**Signal wires by layer**

The bar under the picture is 10 um long.
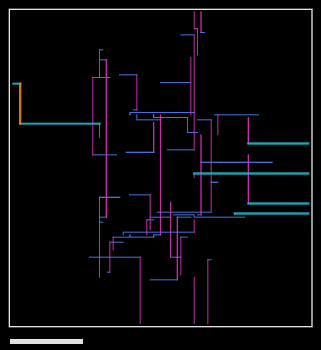
**Met1 routing**

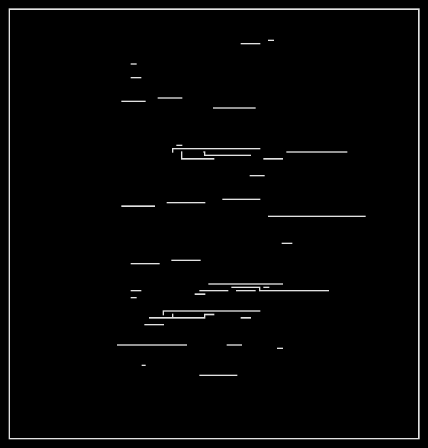
**Met2 routing**

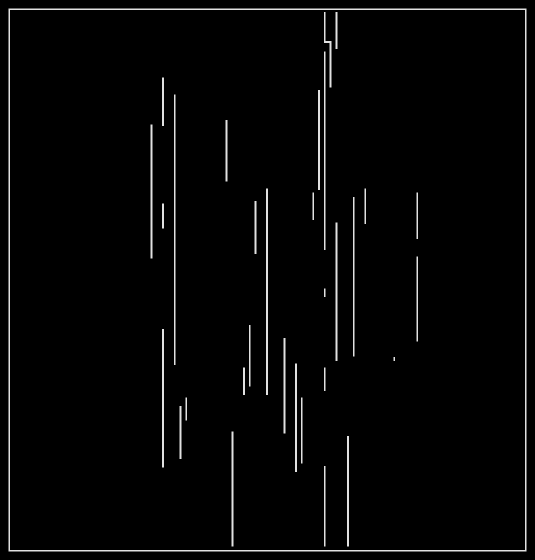
Design store4_latch_array, sky130hd; sources not shown.
==> run notes <==
Results of an implementation run.

The run finished, with violations left. The final reports fail on setup timing. The area growth from synthesis to final layout is 87.1%.

The CTS tree is built. In this run the cell area measured after placement is 275 um^2. The chip area is 1760 um^2. The gate-level netlist out of Yosys references 4 unique cell types.

The met3 capacity usage during global routing is 2.09%. The critical path start-end classification is reg2out. The number of cells on the worst hold path is 3. The latest clock arrival within the worst-skew pair is 0.23 ns. The number of levels the H-tree was split into is 1. The worst max-slew margin expressed relative to the limit is 90.6%.

The setup violation total in the final timing report is 4. The largest stage delay on the critical path is 0.31 ns. After detailed placement, the design holds a cell count of 41. The pre-antenna-repair detailed-routing pass consisted of 2 iterations. The share of total power consumed by net switching is 24.8%. After layout, the worst setup slack is -0.106 ns. After synthesis the cells add up to 165 um^2. According to the tapcell log, the count of inserted taps is 16. The tally of clock buffers in the finished layout is 3. In this run the tools logged warnings totalling 28. The final max-slew violation count is 0. For this design, the CTS-stage hold fixing added 0 buffers. The post-synthesis compound-gate area fraction is 0%. Detailed routing placed a total of 204 um of wire on met2. The stat command in Yosys gives a chip area of 165 um^2. The data required time at the worst endpoint is 0.68 ns. The clock buffer and inverter area fraction after layout is 7.29%. The depth of the worst register-to-register path is 2. The fraction of final cell area spent on non-clock buffers in this run is 40.9%. Summed over the clock group, the power is 176 uW. According to the CTS report, the clock sink count is 4. The nature of the critical path startpoint is a register. For the sequential group, total power comes out at 164 uW. The maximum fanout count along the critical path is 2. The post-layout period usage of the worst path is 110%.

The multi-input logic area is 55.1 um^2. Yosys attributes the largest share of cell area to dfxtp_1 (48%), mux2i_1 (24%), buf_4 (18%). The fraction of registers with async set or reset after synthesis is 0%. The portion of total power attributed to sequential cells is 37.6%. The layout filler cell count is 154. The number of flip-flops under the largest register name is 4. Setup repair after global routing could not meet its margin everywhere.
-- 'signal wires by layer' (at the start) --
[met4] orange | wire length: 5.40 um
[met1] blue | wire length: 124 um
[met3] cyan | wire length: 53.6 um
[met2] magenta | wire length: 205 um
Routed WL: 387 um
total vias in the final route: 134
all-layer global routing usage: 5.82%

-- 'met1 routing' (at the start) --
nets with wire on the layer: 24
wire length on this layer: 124 um
share of all routed wire: 32%
met1 Resource Use GR: 4.82%

-- 'met2 routing' (at the start) --
share of all routed wire: 53%
longest straight run: 21.4 um
wire length on this layer: 205 um
nets with wire on the layer: 29
main direction: vertical
GR met2 Demand/Resource: 8.44%

No activity file was given, so power comes from the tool's default toggle rates.
